registers.png
Bar = 20 um. Other sequential cells in the stronger gray, the rest of the logic in the fainter gray.
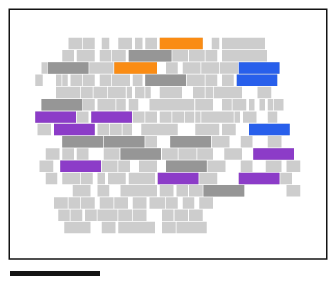
gate_families.png
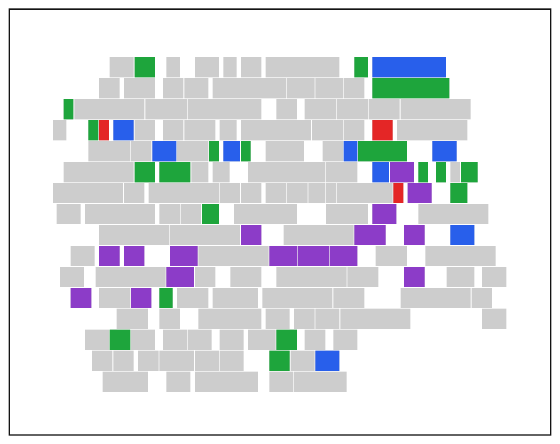
final_congestion.png
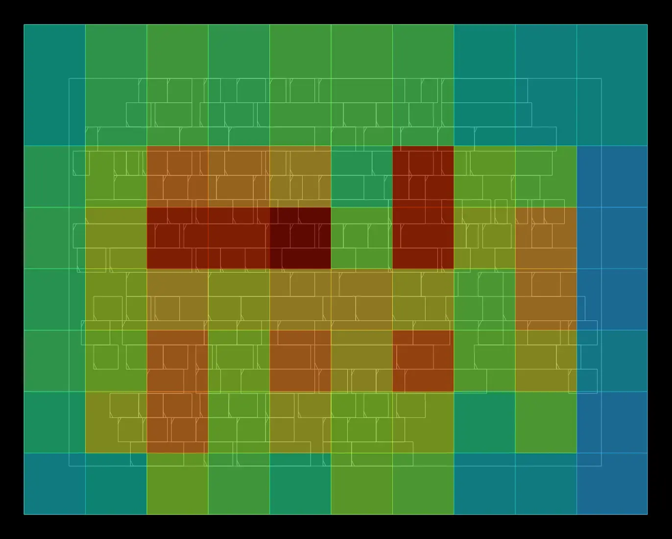
drive_strength.png
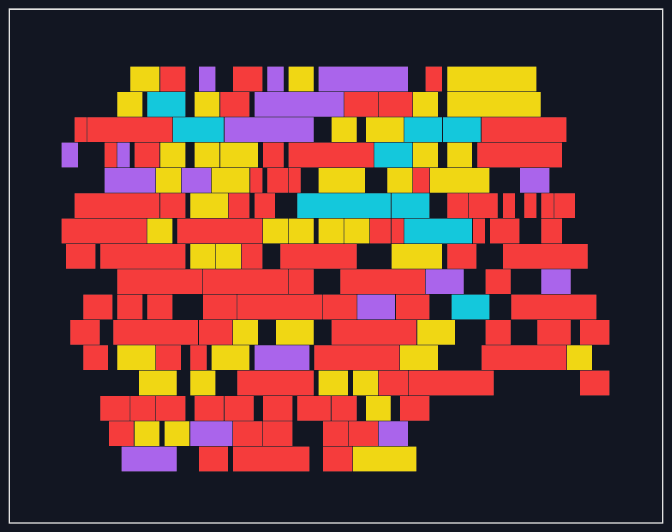
==> src/rtl/hamming_pkg.sv <==
// Shared definitions for the Hamming(7,4) transmit path.
//
// Codeword layout (bit 6..0 = positions 7..1): i3, i2, i1, c2, i0, c1, c0.
// The parity bits sit at the power-of-two positions 1, 2 and 4, so the
// receiver's syndrome points directly at the position of a single bad bit.
package hamming_pkg;

   typedef logic [6:0] codeword_t;
   typedef logic [3:0] data_t;

   localparam int CW_BITS = 7;

   // 1-based codeword positions
   localparam int POS_C0 = 1;
   localparam int POS_C1 = 2;
   localparam int POS_I0 = 3;
   localparam int POS_C2 = 4;
   localparam int POS_I1 = 5;
   localparam int POS_I2 = 6;
   localparam int POS_I3 = 7;

   typedef enum logic [1:0] {
      ST_IDLE,
      ST_START,
      ST_DATA,
      ST_STOP
   } tx_state_t;

   // Each parity bit covers the positions whose index has that parity
   // bit's weight set (c0: 3,5,7 / c1: 3,6,7 / c2: 5,6,7).
   function automatic codeword_t hamming_encode(input data_t d);
      codeword_t cw;
      cw             = '0;
      cw[POS_I0 - 1] = d[0];
      cw[POS_I1 - 1] = d[1];
      cw[POS_I2 - 1] = d[2];
      cw[POS_I3 - 1] = d[3];
      cw[POS_C0 - 1] = d[0] ^ d[1] ^ d[3];
      cw[POS_C1 - 1] = d[0] ^ d[2] ^ d[3];
      cw[POS_C2 - 1] = d[1] ^ d[2] ^ d[3];
      return cw;
   endfunction

endpackage

==> src/rtl/hamming_tx_serializer_enc.sv <==
// Combinational Hamming(7,4) encoder with optional single-bit error injection.
// Reusable on its own as a golden reference.
//
// Ports:
//   data_i     - data word i3..i0
//   err_pos_i  - position 1..7 to invert after encoding; 0 = no injection
//   codeword_o - encoded (and possibly corrupted) codeword
module hamming_enc7_4
   import hamming_pkg::*;
(
   input  data_t      data_i,
   input  logic [2:0] err_pos_i,
   output codeword_t  codeword_o
);

   codeword_t flip_mask;

   // NOTE: every variable assigned in an always_comb gets a default first,
   // so no path can leave it unassigned and infer a latch.
   always_comb begin
      flip_mask = '0;
      if (err_pos_i != 3'd0) begin
         flip_mask = codeword_t'(1) << (err_pos_i - 3'd1);
      end
   end

   assign codeword_o = hamming_encode(data_i) ^ flip_mask;

endmodule

==> src/rtl/hamming_tx_serializer.sv <==
// Transmit end of the Hamming(7,4) link: accepts a 4-bit word over a
// valid/ready handshake, encodes it (with optional error injection) and
// shifts the frame out as start bit, 7 codeword bits MSB first, stop bit.
// Every bit lasts CLKS_PER_BIT cycles, so a frame is 9*CLKS_PER_BIT cycles.
//
// Ports:
//   clk, rst_n  - clock (rising edge), asynchronous active-low reset
//   data_i      - data word i3..i0, sampled at accept
//   err_pos_i   - error position 1..7 to flip, 0 = none, sampled at accept
//   valid_i     - input word valid; accept when valid_i && ready_o
//   ready_o     - block is idle and can accept a word
//   codeword_o  - codeword of the current/last frame (after injection)
//   serial_o    - serial line, IDLE_LEVEL when idle and during stop
//   busy_o      - frame in progress
//   done_o      - one-cycle pulse in the final cycle of the stop bit
module hamming_tx_serializer
   import hamming_pkg::*;
#(
   parameter int   CLKS_PER_BIT = 4,
   parameter logic IDLE_LEVEL   = 1'b1
) (
   input  logic       clk,
   input  logic       rst_n,
   input  logic [3:0] data_i,
   input  logic [2:0] err_pos_i,
   input  logic       valid_i,
   output logic       ready_o,
   output logic [6:0] codeword_o,
   output logic       serial_o,
   output logic       busy_o,
   output logic       done_o
);

   localparam int                BAUD_W    = (CLKS_PER_BIT > 1) ? $clog2(CLKS_PER_BIT) : 1;
   localparam logic [BAUD_W-1:0] BAUD_LAST = BAUD_W'(CLKS_PER_BIT - 1);
   localparam logic [2:0]        BIT_LAST  = 3'(CW_BITS - 1);

   tx_state_t         state_q, state_d;
   logic [BAUD_W-1:0] baud_q, baud_d;
   logic [2:0]        bit_q, bit_d;
   codeword_t         shift_q, shift_d;
   codeword_t         codeword_q, codeword_d;
   logic              serial_q, serial_d;

   codeword_t enc_cw;
   logic      baud_last;
   logic      accept;

   hamming_enc7_4 u_enc (
      .data_i     (data_i),
      .err_pos_i  (err_pos_i),
      .codeword_o (enc_cw)
   );

   assign baud_last = (baud_q == BAUD_LAST);
   assign accept    = (state_q == ST_IDLE) && valid_i;

   always_comb begin
      state_d    = state_q;
      baud_d     = baud_q;
      bit_d      = bit_q;
      shift_d    = shift_q;
      codeword_d = codeword_q;

      // Outside IDLE the baud counter free-runs and wraps on each bit boundary.
      if (state_q != ST_IDLE) begin
         baud_d = baud_last ? '0 : baud_q + 1'b1;
      end

      unique case (state_q)
         ST_IDLE: begin
            if (accept) begin
               shift_d    = enc_cw;
               codeword_d = enc_cw;
               baud_d     = '0;
               bit_d      = '0;
               state_d    = ST_START;
            end
         end
         ST_START: begin
            if (baud_last) state_d = ST_DATA;
         end
         ST_DATA: begin
            if (baud_last) begin
               shift_d = {shift_q[5:0], 1'b0};
               if (bit_q == BIT_LAST) begin
                  bit_d   = '0;
                  state_d = ST_STOP;
               end else begin
                  bit_d = bit_q + 3'd1;
               end
            end
         end
         ST_STOP: begin
            if (baud_last) state_d = ST_IDLE;
         end
         default: state_d = ST_IDLE;
      endcase

      // The line is registered from the next state so it changes cleanly on
      // the clock edge; the first DATA cycle shows shift_d[6] = position 7.
      unique case (state_d)
         ST_START: serial_d = ~IDLE_LEVEL;
         ST_DATA:  serial_d = shift_d[6];
         default:  serial_d = IDLE_LEVEL;
      endcase
   end

   // NOTE: state elements use non-blocking assignments so every flop samples
   // the pre-edge values, independent of statement order.
   always_ff @(posedge clk or negedge rst_n) begin
      if (!rst_n) begin
         state_q    <= ST_IDLE;
         baud_q     <= '0;
         bit_q      <= '0;
         shift_q    <= '0;
         codeword_q <= '0;
         serial_q   <= IDLE_LEVEL;
      end else begin
         state_q    <= state_d;
         baud_q     <= baud_d;
         bit_q      <= bit_d;
         shift_q    <= shift_d;
         codeword_q <= codeword_d;
         serial_q   <= serial_d;
      end
   end

   assign ready_o    = (state_q == ST_IDLE);
   assign busy_o     = (state_q != ST_IDLE);
   assign done_o     = (state_q == ST_STOP) && baud_last;
   assign codeword_o = codeword_q;
   assign serial_o   = serial_q;

endmodule

==> config.mk <==
export PLATFORM = sky130hd
export DESIGN_NAME = hamming_tx_serializer
export DESIGN_NICKNAME = d
export VERILOG_FILES = /design/src/rtl/hamming_pkg.sv /design/src/rtl/hamming_tx_serializer_enc.sv /design/src/rtl/hamming_tx_serializer.sv
export SDC_FILE = /design/constraint.sdc
export NUM_CORES = 1
export LEC_CHECK = 0
export CAP_MARGIN = 15
export CORE_ASPECT_RATIO = 0.75
export CORE_MARGIN = 5
export CORE_UTILIZATION = 45
export CTS_CLUSTER_DIAMETER = 150
export CTS_CLUSTER_SIZE = 28
export DETAILED_ROUTE_END_ITERATION = 10
export HOLD_SLACK_MARGIN = 0.05
export PLACE_DENSITY_LB_ADDON = 0.3
export REMOVE_ABC_BUFFERS = 1
export SLEW_MARGIN = 20
export SYNTH_ARGS = -nofsm -noshare
export SYNTH_HDL_FRONTEND = slang
export SYNTH_SLANG_ARGS = --single-unit
==> constraint.sdc <==
create_clock -name clk -period 1.4 [get_ports clk]
set_input_delay 0.28 -clock clk [delete_from_list [all_inputs] [get_ports clk]]
set_output_delay 0.28 -clock clk [all_outputs]
set_load 0.01 [all_outputs]
==> Slide: Implementation Results <==
Key Metrics from the Run

Setup path
  • Crit path from: state_q[0]
  • Critical path class: register to register
  • Crit Path Max Fanout: 8
  • Top cell by count, worst path: buf_6
  • Reg2Reg Depth: 6

Yosys
  • Yosys cell count: 108
  • Simple-Gate Area Share: 19.8%
  • Adder share: 1.03%
  • Yosys stat chip area: 1220 sq um
  • Unique cell types: 38
  • Synthesized area: 1220 sq um
  • Post-synthesis compound-gate area fraction: 16.5%
  • Share of flip-flops with an asynchronous set or reset: 100%
  • Synth logic family: simple AND/OR/NAND/NOR gates

Cells and area
  • Most instantiated logic cells after routing: buf_4, dfrtp_1, dlygate4sd2_1
  • Nets: 168
  • Logic area: 756 sq um
  • Most frequent logic cell in the layout: buf_4

Clocking
  • Quantity of hold-fixing buffers added after cts: 0
  • CTS buffer count: 3
  • CTS Buffer Depth: 2
  • CTS tree: built
  • Setup Fix Bufs, Post-CTS: 12
  • # H-tree levels: 1

Global routing
  • Pin count of the biggest net entering global routing: 23
  • Antenna violations before repair: 0
  • Overall routing resource usage: 16.4%
  • Global-route wire length before repair: 4840 um

STA
  • Setup TNS: -1.28 ns
  • Final setup fails: 20
  • Fin Hold WS: 0.294 ns
  • Post-layout minimum cycle time: 1.52 ns
  • Final WS setup: -0.122 ns

Placed design
  • Gp weighted congestion: 0.804
  • Input/output buffers: 20
  • DP Cell Count: 175

Status
  • Status: finished with violations
  • Failing checks: setup timing

Floorplan
  • Top Ports: 21
  • Core area: 2600 sq um
  • Starting Density: 46.7%

Detailed routing
  • Top sig layer: met4
  • Met1 WL: 1320 um
  • DR vias: 1,045
  • DRT antenna net count: 0

Power and ir drop
  • LEAKAGE: 0.877 nW
  • PD cells: 1930 nW/um^2
Notes on registers.png above:
| name in the netlist | color | sequential cells |
|---|---|---|
| `codeword_o` | purple | 7 |
| `bit_q` | blue | 3 |
| `state_q` | orange | 2 |
Flop area: 554 sq um
Seq power: 1.14 mW
Seq area share: 29.9%
Core Util, Final: 71.2%

Notes on gate_families.png above:
| family | color | cells |
|---|---|---|
| inverting AOI/OAI gates | blue | 9 |
| NAND gates | green | 19 |
| inverters | red | 3 |
| AND-OR and OR-AND gates | purple | 16 |

Notes on final_congestion.png above:
Routed WL per cell: 15.9 um
Top Usage Layer GRT: met2

Notes on drive_strength.png above:
| size | color | cells |
|---|---|---|
| drive 1 or less | red | 87 |
| drive 3 to 4 | yellow | 43 |
| drive 6 and up | cyan | 9 |
| drive 2 | purple | 17 |
final instance area: 1850 sq um
Final WS setup: -0.122 ns
Non-CTS buffers: 50
Area Overhead vs Synth: 52.4%

==> cell type report <==
type,instances,area share [%]
Multi-Input combinational cell,77,40.8
Clock buffer,4,1.42
Sequential cell,22,29.9
Inverter,3,0.810
Tap cell,36,2.43
Timing Repair Buffer,50,24.6
==> power by group <==
group          switching (mW)  internal, mW  leakage, nW  total (mW)
clock                   0.187         0.111       0.0150       0.298
sequential              0.201         0.939        0.271        1.14
combinational           0.943          1.19        0.591        2.13
==> critical path, delay by kind of cell, from the launching register on <==
kind	cells	cell delay [ns]
AND-OR/OR-AND	1	0.33
buffers and inverters	2	0.24
flip-flops	1	0.46
AND/OR/NAND/NOR	3	0.38
==> layer usage <==
metal  up-vias  global-route usage (%)
li1        487                       -
met1       524                    20.6
met2        30                    29.3
met3         4                    4.33
met4         0                    3.50
met5         -                       0
Power figures rest on the tool's default switching activity, not on a simulated workload.
